## config.mk

```make
export PLATFORM = sky130hd
export DESIGN_NAME = control_unit_flat
export DESIGN_NICKNAME = d
export VERILOG_FILES = /design/src/rtl/control_unit_if.sv /design/src/rtl/control_unit.sv /design/src/flat_wrapper.sv
export SDC_FILE = /design/constraint.sdc
export NUM_CORES = 1
export LEC_CHECK = 0
export ABC_AREA = 1
export CORE_ASPECT_RATIO = 0.7
export CORE_UTILIZATION = 48
export CTS_CLUSTER_DIAMETER = 80
export DETAILED_ROUTE_END_ITERATION = 6
export GPL_TIMING_DRIVEN = 0
export MAX_ROUTING_LAYER = met4
export PLACE_DENSITY = 0.95
export SLEW_MARGIN = 0
export SYNTH_ARGS = -nofsm -noshare
export SYNTH_HDL_FRONTEND = slang
export SYNTH_SLANG_ARGS = --single-unit
```

## constraint.sdc

```tcl
create_clock -name clk -period 2.5 [get_ports clk]
set_clock_uncertainty 0.1 [all_clocks]
set_input_delay 0.25 -clock clk [delete_from_list [all_inputs] [get_ports clk]]
set_output_delay 0.25 -clock clk [all_outputs]
set_load 0.005 [all_outputs]
```

## src/rtl/control_unit_if.sv

```systemverilog
// Bus between the microsequencer and the fetch/ALU/register/data-memory side of the datapath.
interface control_unit_if #(
  parameter int unsigned PC_W = 10,
  parameter int unsigned IW   = 24
);
  logic            start;
  logic [IW-1:0]   im_data;
  logic            z_flag;
  logic [PC_W-1:0] im_addr;
  logic [3:0]      ALU_OP;
  logic [3:0]      a_sel;
  logic [3:0]      b_sel;
  logic            b_is_imm;
  logic [18:0]     b_imm;
  logic            wr_en;
  logic [3:0]      wr_sel;
  logic            wr_src;
  logic            dm_rd;
  logic            dm_wr;
  logic            busy;
  logic            done;

  modport master (
    input  start, im_data, z_flag,
    output im_addr, ALU_OP, a_sel, b_sel, b_is_imm, b_imm,
           wr_en, wr_sel, wr_src, dm_rd, dm_wr, busy, done
  );

  modport slave (
    output start, im_data, z_flag,
    input  im_addr, ALU_OP, a_sel, b_sel, b_is_imm, b_imm,
           wr_en, wr_sel, wr_src, dm_rd, dm_wr, busy, done
  );
endinterface

```

## src/rtl/control_unit.sv

```systemverilog
// Non-pipelined microsequencer: fetch, decode, execute, optional memory and writeback phases
// for one 24-bit instruction at a time.
module control_unit #(
  parameter int unsigned PC_W = 10,
  parameter int unsigned IW   = 24
) (
  input logic           clk,
  input logic           RST,
  control_unit_if.master bus
);

  typedef enum logic [2:0] {
    StIdle, StFetch, StDecode, StExec, StMem, StWb, StHalt
  } state_e;

  state_e          state_q, state_d;
  logic [PC_W-1:0] pc_q, pc_d;
  logic [IW-1:0]   ir_q, ir_d;

  logic [3:0]  op, rd, rs, rt;
  logic [11:0] imm;
  logic [3:0]  alu_op;
  logic        uses_imm, has_wb, jump_taken, alu_phase;

  assign op  = ir_q[23:20];
  assign rd  = ir_q[19:16];
  assign rs  = ir_q[15:12];
  assign rt  = ir_q[11:8];
  assign imm = ir_q[11:0];

  always_comb begin
    alu_op = 4'h0;
    case (op)
      4'h1, 4'h2, 4'h3, 4'h4, 4'h5, 4'h6, 4'h7, 4'h8: alu_op = op;
      4'h9, 4'hA, 4'hB:                               alu_op = 4'h9;
      default:                                        alu_op = 4'h0;
    endcase
  end

  assign uses_imm   = (op == 4'h2) || (op == 4'h3) || (op == 4'h6) || (op == 4'h7);
  assign has_wb     = (op >= 4'h1) && (op <= 4'hA);
  assign jump_taken = (op == 4'hC) || ((op == 4'hD) && bus.z_flag) ||
                      ((op == 4'hE) && !bus.z_flag);
  // Operand buses stay stable from EXEC through the last cycle of the instruction.
  assign alu_phase  = (state_q == StExec) || (state_q == StMem) || (state_q == StWb);

  always_ff @(posedge clk or negedge RST) begin
    if (!RST) begin
      state_q <= StIdle;
      pc_q    <= '0;
      ir_q    <= '0;
    end else begin
      state_q <= state_d;
      pc_q    <= pc_d;
      ir_q    <= ir_d;
    end
  end

  always_comb begin
    state_d = state_q;
    pc_d    = pc_q;
    ir_d    = ir_q;
    unique case (state_q)
      StIdle, StHalt: begin
        if (bus.start) begin
          state_d = StFetch;
          pc_d    = '0;
        end
      end
      StFetch:  state_d = StDecode;
      StDecode: begin
        ir_d    = bus.im_data;
        state_d = StExec;
      end
      StExec: begin
        pc_d = jump_taken ? ir_q[PC_W-1:0] : pc_q + PC_W'(1);
        if (op == 4'hA)      state_d = StMem;
        else if (has_wb)     state_d = StWb;
        else if (op == 4'hF) state_d = StHalt;
        else                 state_d = StFetch;
      end
      StMem:    state_d = StWb;
      StWb:     state_d = StFetch;
      default:  state_d = StIdle;
    endcase
  end

  always_comb begin
    bus.im_addr  = pc_q;
    bus.ALU_OP   = 4'h0;
    bus.a_sel    = 4'h0;
    bus.b_sel    = 4'h0;
    bus.b_is_imm = 1'b0;
    bus.b_imm    = '0;
    if (alu_phase) begin
      bus.ALU_OP   = alu_op;
      bus.a_sel    = rs;
      bus.b_is_imm = uses_imm;
      bus.b_sel    = uses_imm ? 4'h0 : rt;
      bus.b_imm    = uses_imm ? {7'b0, imm} : 19'h0;
    end
    bus.dm_rd  = (state_q == StExec) && (op == 4'hA);
    bus.dm_wr  = (state_q == StExec) && (op == 4'hB);
    bus.wr_en  = (state_q == StWb);
    bus.wr_sel = (state_q == StWb) ? rd : 4'h0;
    bus.wr_src = (state_q == StWb) && (op == 4'hA);
    bus.busy   = (state_q != StIdle) && (state_q != StHalt);
    bus.done   = (state_q == StHalt);
  end

endmodule

```

## src/flat_wrapper.sv

```systemverilog
// flat-port wrapper written by rule: the top's interface ports become plain ports
module control_unit_flat 
#(
  parameter int unsigned PC_W = 10,
  parameter int unsigned IW   = 24
)
  (clk, RST, bus_start, bus_im_data, bus_z_flag, bus_im_addr, bus_ALU_OP, bus_a_sel, bus_b_sel, bus_b_is_imm, bus_b_imm, bus_wr_en, bus_wr_sel, bus_wr_src, bus_dm_rd, bus_dm_wr, bus_busy, bus_done);
  control_unit_if #(.PC_W(PC_W), .IW(IW)) bus_i ();
  input logic clk;
  input logic RST;
  input wire logic [$bits(bus_i.start)-1:0] bus_start;
  input wire logic [$bits(bus_i.im_data)-1:0] bus_im_data;
  input wire logic [$bits(bus_i.z_flag)-1:0] bus_z_flag;
  output wire logic [$bits(bus_i.im_addr)-1:0] bus_im_addr;
  output wire logic [$bits(bus_i.ALU_OP)-1:0] bus_ALU_OP;
  output wire logic [$bits(bus_i.a_sel)-1:0] bus_a_sel;
  output wire logic [$bits(bus_i.b_sel)-1:0] bus_b_sel;
  output wire logic [$bits(bus_i.b_is_imm)-1:0] bus_b_is_imm;
  output wire logic [$bits(bus_i.b_imm)-1:0] bus_b_imm;
  output wire logic [$bits(bus_i.wr_en)-1:0] bus_wr_en;
  output wire logic [$bits(bus_i.wr_sel)-1:0] bus_wr_sel;
  output wire logic [$bits(bus_i.wr_src)-1:0] bus_wr_src;
  output wire logic [$bits(bus_i.dm_rd)-1:0] bus_dm_rd;
  output wire logic [$bits(bus_i.dm_wr)-1:0] bus_dm_wr;
  output wire logic [$bits(bus_i.busy)-1:0] bus_busy;
  output wire logic [$bits(bus_i.done)-1:0] bus_done;
  assign bus_i.start = bus_start;
  assign bus_i.im_data = bus_im_data;
  assign bus_i.z_flag = bus_z_flag;
  assign bus_im_addr = bus_i.im_addr;
  assign bus_ALU_OP = bus_i.ALU_OP;
  assign bus_a_sel = bus_i.a_sel;
  assign bus_b_sel = bus_i.b_sel;
  assign bus_b_is_imm = bus_i.b_is_imm;
  assign bus_b_imm = bus_i.b_imm;
  assign bus_wr_en = bus_i.wr_en;
  assign bus_wr_sel = bus_i.wr_sel;
  assign bus_wr_src = bus_i.wr_src;
  assign bus_dm_rd = bus_i.dm_rd;
  assign bus_dm_wr = bus_i.dm_wr;
  assign bus_busy = bus_i.busy;
  assign bus_done = bus_i.done;
  control_unit #(.PC_W(PC_W), .IW(IW)) u_core (.clk(clk), .RST(RST), .bus(bus_i));
endmodule
```

Fig. 1: signal wires on met2
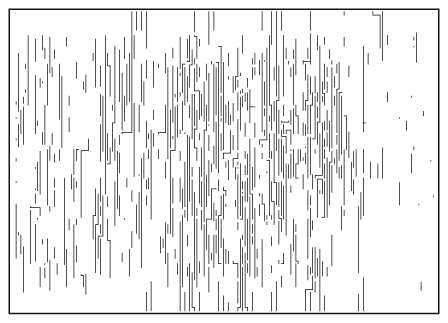
- longest straight run: 30.3 µm
- main direction: vertical
- share of all routed wire: 44%
- wire length on this layer: 2,560 µm
- nets with wire on the layer: 321
DR vias: 2,262
drt total wl: 5760 µm
met2 usage: 40.5%

Fig. 2: gate families picked out
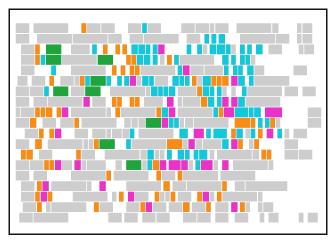
- nand cells: cyan (cells 82; most used nand2_1)
- mux cells: green (cells 9; most used mux2_1)
- aoi and oai cells: magenta (cells 32; most used a21oi_1)
- nor cells: orange (cells 73; most used nor2_1; where widely spread)

Fig. 3: cell classes on the final placement
Scale bar: 20 µm. Fill, decap, tap and diode cells in grey.
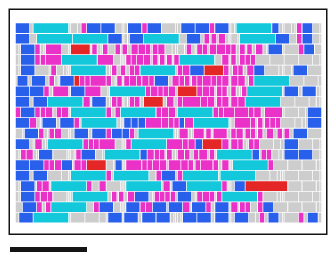
- sequential cells: cyan (cells 37)
- combinational and other logic: magenta (cells 241)
- clock drivers and dummy loads: red (cells 8)
- remaining buffers and delay cells: blue (cells 93)

Fig. 4: cell sizes after repair
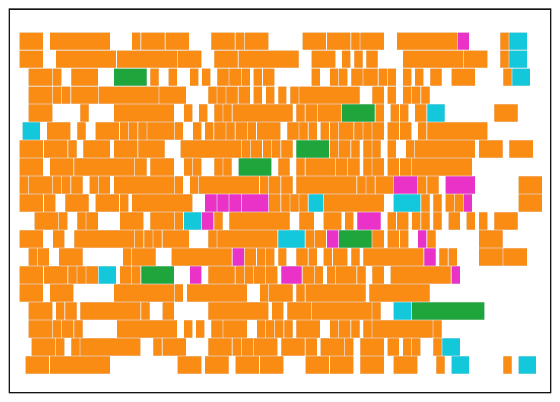
- _2 cells: magenta (cells 17; share 4.5%)
- _3 and _4 cells: cyan (cells 14; share 3.7%)
- _0 and _1 cells: orange (cells 341; share 90%)
- _6 and larger: green (cells 7; share 1.8%)

==> summary.txt <==
run results: status=finished clean, Synth Area in Adders=0.587%, critical path's slowest cell=clkdlybuf4s50_1, highest metal used=met4, combinational gate area=980 µm², Max-cap violations=0, hold_sp=u_core.ir_q[18], R2R depth=6, max reg flops=24, die area=around 4700 µm², clk sinks=37, part of the power in registers=between 30% and 40%, # diodes=0, storage element area=926 µm², Worst-path clk slew=0.07 ns, Total Power=3470 µW, min-delay worst type=flip-flop to flip-flop, pwr dens=between 1000 and 1500 nW/µm², largest net degree at the start of global routing=38, Crit. End Element=primary output, synthesized instance count=291, Min-Delay Endpoint=u_core.ir_q[18], top cell category=logic gates, CTS tree=yes, setup slack, reg-to-reg=~0.83 ns, yosys cell count=291, initial DRC count=199, Worst setup endpoint=bus_dm_wr, Distinct cells, synth=23, Synth flops=37, Late-Pin Clk Latency=0.29 ns, Via density=~5.2, combinational power=between 1500 and 2000 µW, VDD IR-drop max=676 µV, GPL Wtd Cong=around 0.87, Complex Gates by Area=between 8 and 9%, chip height=57.7 µm, Setup violations, final=0, share of cells above drive strength 1=~10%
## timing repair
action / CTS / global route
hold buffers: 1 / 0
buffers inserted: 0 / 1
gates resized: 2 / 5
setup endpoints to repair: 7 / 11
hold endpoints to repair: 37 / 0
## critical path: cells and delay by family (launching register included)
family / cells / cell delay (ns)
buffers and inverters: 3 / 0.98
and+or+nand+nor: 2 / 0.36
DFF: 1 / 0.44
## cells in the mapped netlist
master	instances
o211ai_1	2
dfrtp_1	37
o21ai_1	6
mux2_1	8
inv_1	33
buf_2	9
o211ai_2	1
nor2_1	62
nand2_1	53
nand4_1	4
nor2_4	2
o2111ai_1	1
a21oi_1	19
buf_4	8
nor3_1	9
conb_1	1
nand3_1	23
ha_1	1
o21ai_0	3
inv_2	4
mux2_2	1
nand3_2	2
clkbuf_1	2
Power is estimated from default activity; no workload was simulated.
